<file path="config.mk">
export PLATFORM = sky130hd
export DESIGN_NAME = cpc_fifo_ctrl_flat
export DESIGN_NICKNAME = d
export VERILOG_FILES = /design/src/rtl/cpc_fifo_ctrl_pkg.sv /design/src/rtl/cpc_fifo_ctrl_if.sv /design/src/rtl/cpc_fifo_ctrl_sync2.sv /design/src/rtl/cpc_fifo_ctrl.sv /design/src/flat_wrapper.sv
export SDC_FILE = /design/constraint.sdc
export NUM_CORES = 1
export LEC_CHECK = 0
export CORE_ASPECT_RATIO = 1.4
export CORE_MARGIN = 5
export CORE_UTILIZATION = 35
export DETAILED_ROUTE_END_ITERATION = 8
export MAX_ROUTING_LAYER = met4
export PLACE_DENSITY_LB_ADDON = 0.05
export REMOVE_ABC_BUFFERS = 1
export SKIP_CTS_REPAIR_TIMING = 1
export SLEW_MARGIN = 5
export SYNTH_ARGS = -nofsm -noshare
export SYNTH_HDL_FRONTEND = slang
export SYNTH_SLANG_ARGS = --single-unit
export TNS_END_PERCENT = 5
</file>
<file path="constraint.sdc">
create_clock -name CLK -period 1.85 [get_ports CLK]
set_input_delay 0.37 -clock CLK [delete_from_list [all_inputs] [get_ports CLK]]
set_output_delay 0.37 -clock CLK [all_outputs]
set_load 0.02 [all_outputs]
</file>
<file path="src/rtl/cpc_fifo_ctrl_pkg.sv">
// Shared constants for the CPC host-side FIFO controller: FSM encodings,
// status bit positions and I/O port offsets.
package cpc_fifo_pkg;

  localparam logic [2:0] ST_IDLE    = 3'd0;
  localparam logic [2:0] ST_WR_SI   = 3'd1;
  localparam logic [2:0] ST_WR_WAIT = 3'd2;
  localparam logic [2:0] ST_RD_WAIT = 3'd3;
  localparam logic [2:0] ST_RD_SO   = 3'd4;
  localparam logic [2:0] ST_RST     = 3'd5;

  localparam int STA_DOR = 0;
  localparam int STA_DIR = 1;
  localparam int STA_OVF = 2;
  localparam int STA_UNF = 3;

  localparam logic [15:0] PORT_DATA = 16'd0;
  localparam logic [15:0] PORT_STA  = 16'd1;

  function automatic int cnt_width(input int a, input int b);
    int m;
    m = (a > b) ? a : b;
    return $clog2(m + 1);
  endfunction

endpackage

</file>
<file path="src/rtl/cpc_fifo_ctrl_if.sv">
// Z80 I/O bus as seen by the controller: address, strobes and the data bus halves.
interface cpc_fifo_ctrl_if;
  logic [15:0] A;
  logic        IOREQ_B;
  logic        RD_B;
  logic        WR_B;
  logic [7:0]  d_in;
  logic [7:0]  d_out;
  logic        d_oe;

  modport master (output A, IOREQ_B, RD_B, WR_B, d_in, input d_out, d_oe);
  modport slave  (input A, IOREQ_B, RD_B, WR_B, d_in, output d_out, d_oe);
endinterface

</file>
<file path="src/rtl/cpc_fifo_ctrl_sync2.sv">
// Two-flop synchroniser for the asynchronous FIFO ready flags.
module sync2 (
  input  logic clk,
  input  logic rst_n,
  input  logic d,
  output logic q
);
  logic meta_q, sync_q;
  logic meta_d, sync_d;

  always_comb begin
    meta_d = d;
    sync_d = meta_q;
  end

  always_ff @(posedge clk or negedge rst_n) begin
    if (!rst_n) begin
      meta_q <= 1'b0;
      sync_q <= 1'b0;
    end else begin
      meta_q <= meta_d;
      sync_q <= sync_d;
    end
  end

  assign q = sync_q;
endmodule

</file>
<file path="src/rtl/cpc_fifo_ctrl.sv">
// Host-side Z80 I/O controller for the CPC<->Pi FIFO link: decodes the data and
// status ports and sequences the 74HCT40105 shift/reset controls.
//
// state   | meaning
// IDLE    | waiting for a decoded access
// WR_SI   | shift-in pulse to FIFO0 in progress
// WR_WAIT | write handled, waiting for the I/O cycle to end
// RD_WAIT | FIFO1 output on the bus, waiting for the I/O cycle to end
// RD_SO   | one-cycle shift-out to FIFO1 after the read
// RST     | master reset pulse to all FIFOs, clears sticky flags
module cpc_fifo_ctrl
  import cpc_fifo_pkg::*;
#(
  parameter logic [15:0] ADDR_BASE  = 16'hFD80,
  parameter int          SI_CYCLES  = 1,
  parameter int          RST_CYCLES = 4,
  parameter logic [3:0]  VERSION    = 4'h1
) (
  input  logic                  CLK,
  input  logic                  RESET_B,
  cpc_fifo_ctrl_if.slave        bus,
  input  logic                  fifo_host_dir,
  input  logic                  fifo_host_dor,
  output logic                  host_fifo_si,
  output logic                  host_fifo_sob,
  output logic                  host_fifo_oeb,
  output logic                  host_fifo_reset,
  output logic                  WAIT_B
);
  localparam int CNT_W = cnt_width(SI_CYCLES, RST_CYCLES);
  localparam logic [CNT_W-1:0] SI_LAST  = CNT_W'(SI_CYCLES - 1);
  localparam logic [CNT_W-1:0] RST_LAST = CNT_W'(RST_CYCLES - 1);

  logic dir_s, dor_s;
  logic io_rd, io_wr, at_data, at_sta;
  logic wr_dat, rd_dat, wr_sta, rd_sta;
  logic unused_d_in;

  logic [2:0]       state_q, state_d;
  logic [CNT_W-1:0] cnt_q, cnt_d;
  logic             ovf_q, ovf_d;
  logic             unf_q, unf_d;
  logic             had_dor_q, had_dor_d;

  sync2 u_sync_dir (.clk(CLK), .rst_n(RESET_B), .d(fifo_host_dir), .q(dir_s));
  sync2 u_sync_dor (.clk(CLK), .rst_n(RESET_B), .d(fifo_host_dor), .q(dor_s));

  assign io_rd   = !bus.IOREQ_B && !bus.RD_B;
  assign io_wr   = !bus.IOREQ_B && !bus.WR_B;
  assign at_data = (bus.A == ADDR_BASE + PORT_DATA);
  assign at_sta  = (bus.A == ADDR_BASE + PORT_STA);
  assign wr_dat  = io_wr && at_data;
  assign rd_dat  = io_rd && at_data;
  assign wr_sta  = io_wr && at_sta;
  assign rd_sta  = io_rd && at_sta;

  // Only bit 7 of a status write means anything (FIFO reset request).
  assign unused_d_in = ^bus.d_in[6:0];

  always_comb begin
    state_d   = state_q;
    cnt_d     = cnt_q;
    ovf_d     = ovf_q;
    unf_d     = unf_q;
    had_dor_d = had_dor_q;
    case (state_q)
      ST_IDLE: begin
        if (wr_dat) begin
          cnt_d = '0;
          if (dir_s) begin
            state_d = ST_WR_SI;
          end else begin
            ovf_d   = 1'b1;
            state_d = ST_WR_WAIT;
          end
        end else if (rd_dat) begin
          state_d   = ST_RD_WAIT;
          had_dor_d = dor_s;
          if (!dor_s) unf_d = 1'b1;
        end else if (wr_sta && bus.d_in[7]) begin
          state_d = ST_RST;
          cnt_d   = '0;
          ovf_d   = 1'b0;
          unf_d   = 1'b0;
        end
      end
      ST_WR_SI: begin
        if (cnt_q == SI_LAST) begin
          state_d = ST_WR_WAIT;
          cnt_d   = '0;
        end else begin
          cnt_d = cnt_q + CNT_W'(1);
        end
      end
      ST_WR_WAIT: if (!wr_dat) state_d = ST_IDLE;
      ST_RD_WAIT: if (!rd_dat) state_d = had_dor_q ? ST_RD_SO : ST_IDLE;
      ST_RD_SO:   state_d = ST_IDLE;
      ST_RST: begin
        ovf_d = 1'b0;
        unf_d = 1'b0;
        if (cnt_q == RST_LAST) begin
          state_d = ST_IDLE;
          cnt_d   = '0;
        end else begin
          cnt_d = cnt_q + CNT_W'(1);
        end
      end
      default: begin
        state_d = ST_RST;
        cnt_d   = '0;
      end
    endcase
  end

  always_ff @(posedge CLK or negedge RESET_B) begin
    if (!RESET_B) begin
      state_q   <= ST_RST;
      cnt_q     <= '0;
      ovf_q     <= 1'b0;
      unf_q     <= 1'b0;
      had_dor_q <= 1'b0;
    end else begin
      state_q   <= state_d;
      cnt_q     <= cnt_d;
      ovf_q     <= ovf_d;
      unf_q     <= unf_d;
      had_dor_q <= had_dor_d;
    end
  end

  // Pulses decode straight from the state register, so async reset kills them at once.
  assign host_fifo_si    = (state_q == ST_WR_SI);
  assign host_fifo_sob   = (state_q != ST_RD_SO);
  assign host_fifo_reset = (state_q == ST_RST);
  assign host_fifo_oeb   = !(rd_dat && RESET_B);
  assign WAIT_B          = 1'b1;

  assign bus.d_oe  = rd_sta;
  assign bus.d_out = {VERSION, unf_q, ovf_q, dir_s, dor_s};
endmodule

</file>
<file path="src/flat_wrapper.sv">
// flat-port wrapper written by rule: the top's interface ports become plain ports
module cpc_fifo_ctrl_flat import cpc_fifo_pkg::*;
#(
  parameter logic [15:0] ADDR_BASE  = 16'hFD80,
  parameter int          SI_CYCLES  = 1,
  parameter int          RST_CYCLES = 4,
  parameter logic [3:0]  VERSION    = 4'h1
)
  (CLK, RESET_B, fifo_host_dir, fifo_host_dor, host_fifo_si, host_fifo_sob, host_fifo_oeb, host_fifo_reset, WAIT_B, bus_A, bus_IOREQ_B, bus_RD_B, bus_WR_B, bus_d_in, bus_d_out, bus_d_oe);
  cpc_fifo_ctrl_if bus_i ();
  input  logic CLK;
  input  logic RESET_B;
  input  logic fifo_host_dir;
  input  logic fifo_host_dor;
  output logic host_fifo_si;
  output logic host_fifo_sob;
  output logic host_fifo_oeb;
  output logic host_fifo_reset;
  output logic WAIT_B;
  input wire logic [$bits(bus_i.A)-1:0] bus_A;
  input wire logic [$bits(bus_i.IOREQ_B)-1:0] bus_IOREQ_B;
  input wire logic [$bits(bus_i.RD_B)-1:0] bus_RD_B;
  input wire logic [$bits(bus_i.WR_B)-1:0] bus_WR_B;
  input wire logic [$bits(bus_i.d_in)-1:0] bus_d_in;
  output wire logic [$bits(bus_i.d_out)-1:0] bus_d_out;
  output wire logic [$bits(bus_i.d_oe)-1:0] bus_d_oe;
  assign bus_i.A = bus_A;
  assign bus_i.IOREQ_B = bus_IOREQ_B;
  assign bus_i.RD_B = bus_RD_B;
  assign bus_i.WR_B = bus_WR_B;
  assign bus_i.d_in = bus_d_in;
  assign bus_d_out = bus_i.d_out;
  assign bus_d_oe = bus_i.d_oe;
  cpc_fifo_ctrl #(.ADDR_BASE(ADDR_BASE), .SI_CYCLES(SI_CYCLES), .RST_CYCLES(RST_CYCLES), .VERSION(VERSION)) u_core (.CLK(CLK), .RESET_B(RESET_B), .bus(bus_i), .fifo_host_dir(fifo_host_dir), .fifo_host_dor(fifo_host_dor), .host_fifo_si(host_fifo_si), .host_fifo_sob(host_fifo_sob), .host_fifo_oeb(host_fifo_oeb), .host_fifo_reset(host_fifo_reset), .WAIT_B(WAIT_B));
endmodule
</file>
logic_types.png
Scale: 8 px per um.
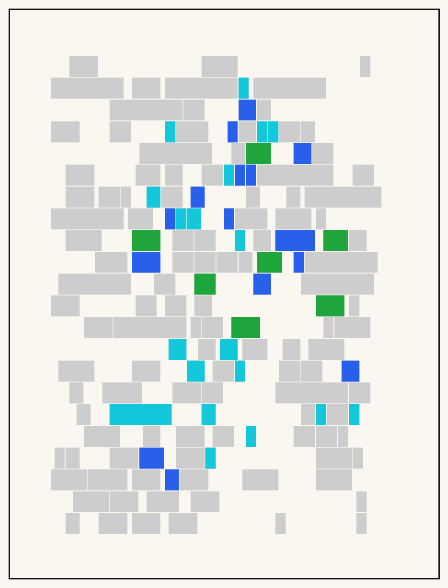
[blue] nand cells | cells: 15 | most used: nand2_1
[green] non-inverting ao/oa cells | cells: 7
[cyan] nor cells | cells: 19 | most used: nor2_1
logic share of the area: 0.368
most numerous logic cell after layout: buf_4
non-filler cells in the finished layout: 187

metal_density.png
Scale: 6 px per um. 11 x 14 tiles, from white (low) to dark blue (high), scaled to the fullest tile. Values are wire area over tile area, all layers added.
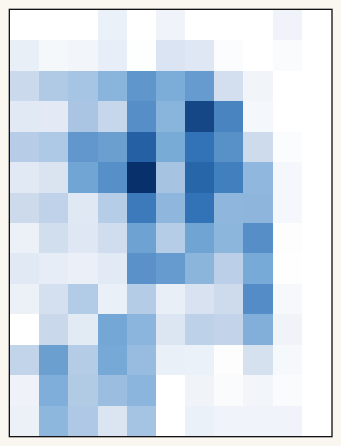
emptiest ninth of the die: north-east
mean over tiles: 0.10
densest ninth of the die: center
tiles over half the peak: 17%
fullest tile: 0.41
nearly empty tiles: 21%
Routed WL per cell: 13.0 um
Vias: 920
Total GRT Usage: 0.145
total wire length: 2420 um

==> impl_metrics.toml <==
# yosys + openroad results
[synth]
ys_cells = 107
syn_inst = 107
yosys-stat-area_um2 = 930
yosysTopAreaCell = "dfrtp_1"
ff_type = "dfrtp_1"
synthesis.area_um2 = 930
edf_count = 0
yosysTopAreaCellShare = 0.296

[floorplanning]
coreArea_um2 = 2590
initial_core_util = 0.359
die_w_um = 53.6
row_count = 22
chip_area_um2 = 3800

[pwr]
power.largest_group = "combinational logic"
p_int_mw = 0.847
switching_power_mw = 0.562
switching_share = 0.399
power.share.combinational = 0.579
seq_power_share = 0.297
sequentialPower_mw = 0.418
vdd_drop_max_mv = 0.466

[status]
status = "complete, but fails checks"
failed_checks = "setup timing"

[global_route]
gr-max-usage-layer = "met2"
overflow = 0
grt_pass1_vias = 957
antenna_found_initial = 0

[sta]
hold_slack_ns = 0.352
tns_ns = -0.863
finalSetupViolCount = 8
hold_viol = 0
worst_slack_ns = -0.184
period_needed_ns = 2.03

[setup_path]
crit_path_max_fanout = 2
crit_path_end_kind = "output port"
cp-endpoint = "host_fifo_oeb"
crit_type = "input pin to output port"
arrival_ns = 1.66
ff2ff_setup_slack_ns = 0.30
reg2reg_depth = 5
reg2reg_from = "u_core.state_q[2]$_DFFE_PN1P_"
worstPathRequired_ns = 1.48
cp-start-kind = "input pin"

[cells_and_area]
flops = 13
logic_gate_count = 76
clkCellAreaFrac = 0.0186
final-seq-area_um2 = 328
fin_nets = 187
fillers = 272
final_cell_mix = "buf_4 (20), clkdlybuf4s50_1 (19), nor2_1 (12), dfrtp_1 (11), dlymetal6s2s_1 (7)"
design_area_um2 = 1410
nonClockBufferCount = 52
drive_above_1_share = 0.278
combGateArea_um2 = 519
seq_share = 0.232

[clocking]
clk_pin_slew_ns = 0.08
numClockSinks = 13
cts_buffer_depth = 2
htreeDepth = 1

[job]
warnings = 35
drv_cap = 0

[placement]
gp_congestion = 0.915
dpl.hpwl_um = 2000
place_area_um2 = 1360
port_buffers = 32

[min_path]
hold_start = "u_core.u_sync_dor.meta_q$_DFF_PN0_"
holdPathStages = 0
hold_end = "u_core.u_sync_dor.q$_DFF_PN0_"

[route]
dr_wl_met2_um = 1380
drtIter0Drc = 18
drc = 0
postRouteAntennaNets = 0
wl_met3_um = 76
first_pass_iters = 4
detail.png
Window x 12 to 42, y 6 to 36 um. Cells in gray, sequential cells in the stronger gray; small squares are vias.
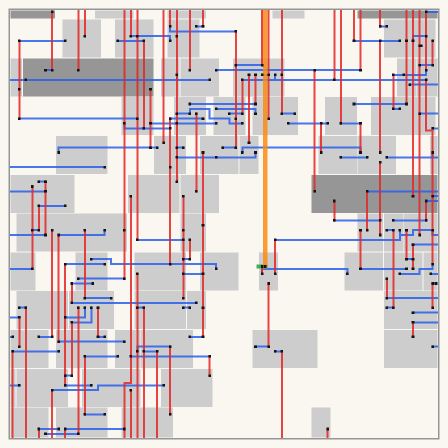
[orange] metal 4
[blue] metal 1
[green] metal 3
[red] metal 2
cells with their middle in the window: 55
sequential cells in the window: 2
most frequent: clkdlybuf4s50_1 (12), buf_4 (8), nor2_1 (4)
netlist names of flops here include: `u_core.cnt_q` (1), `u_core.u_sync_dir.q` (1)

clk_routes.png
Scale: 6 px per um.
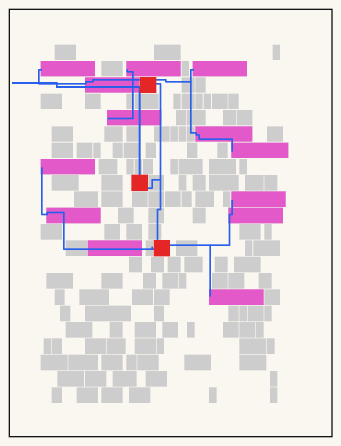
[blue] clock wires | length: 198 um
[magenta] flip-flops | count: 13
[red] clock drivers | count: 3
routed clock nets: 4
clk pwr: 0.175 mW
clk latency late pin: 0.27 ns
clock share of power: 0.124
clock skew: 0.00504 ns

logic make-up (layout without fill, tap and decap cells):
logic type | count (synthesis) | after routing | share of synthesized area
other | 2 | 5 | 0.00808
DFF | 13 | 13 | 0.353
AOI/OAI and AO/OA | 23 | 23 | 0.172
muxes | 1 | 1 | 0.0121
and+or+nand+nor | 43 | 43 | 0.272
adders and majority gates | 4 | 4 | 0.0538
buffers and inverters | 21 | 62 | 0.129
metrics by stage:
| stage | total power [mW] | cells |
|---|---|---|
| global placement | 1.22 | 183 |
| finish | 1.41 | 187 |
| floorplan | 0.826 | 95 |
| CTS | 1.41 | 187 |
| detailed placement | 1.23 | 183 |
| global route | 1.54 | 187 |
critical path, stage by stage:
cell and delay, ns:
clkbuf_2 0.08, or4b_4 0.54, nor4_4 0.31, buf_4 0.16, nand3_2 0.07, buf_6 0.14
Power figures rest on the tool's default switching activity, not on a simulated workload.
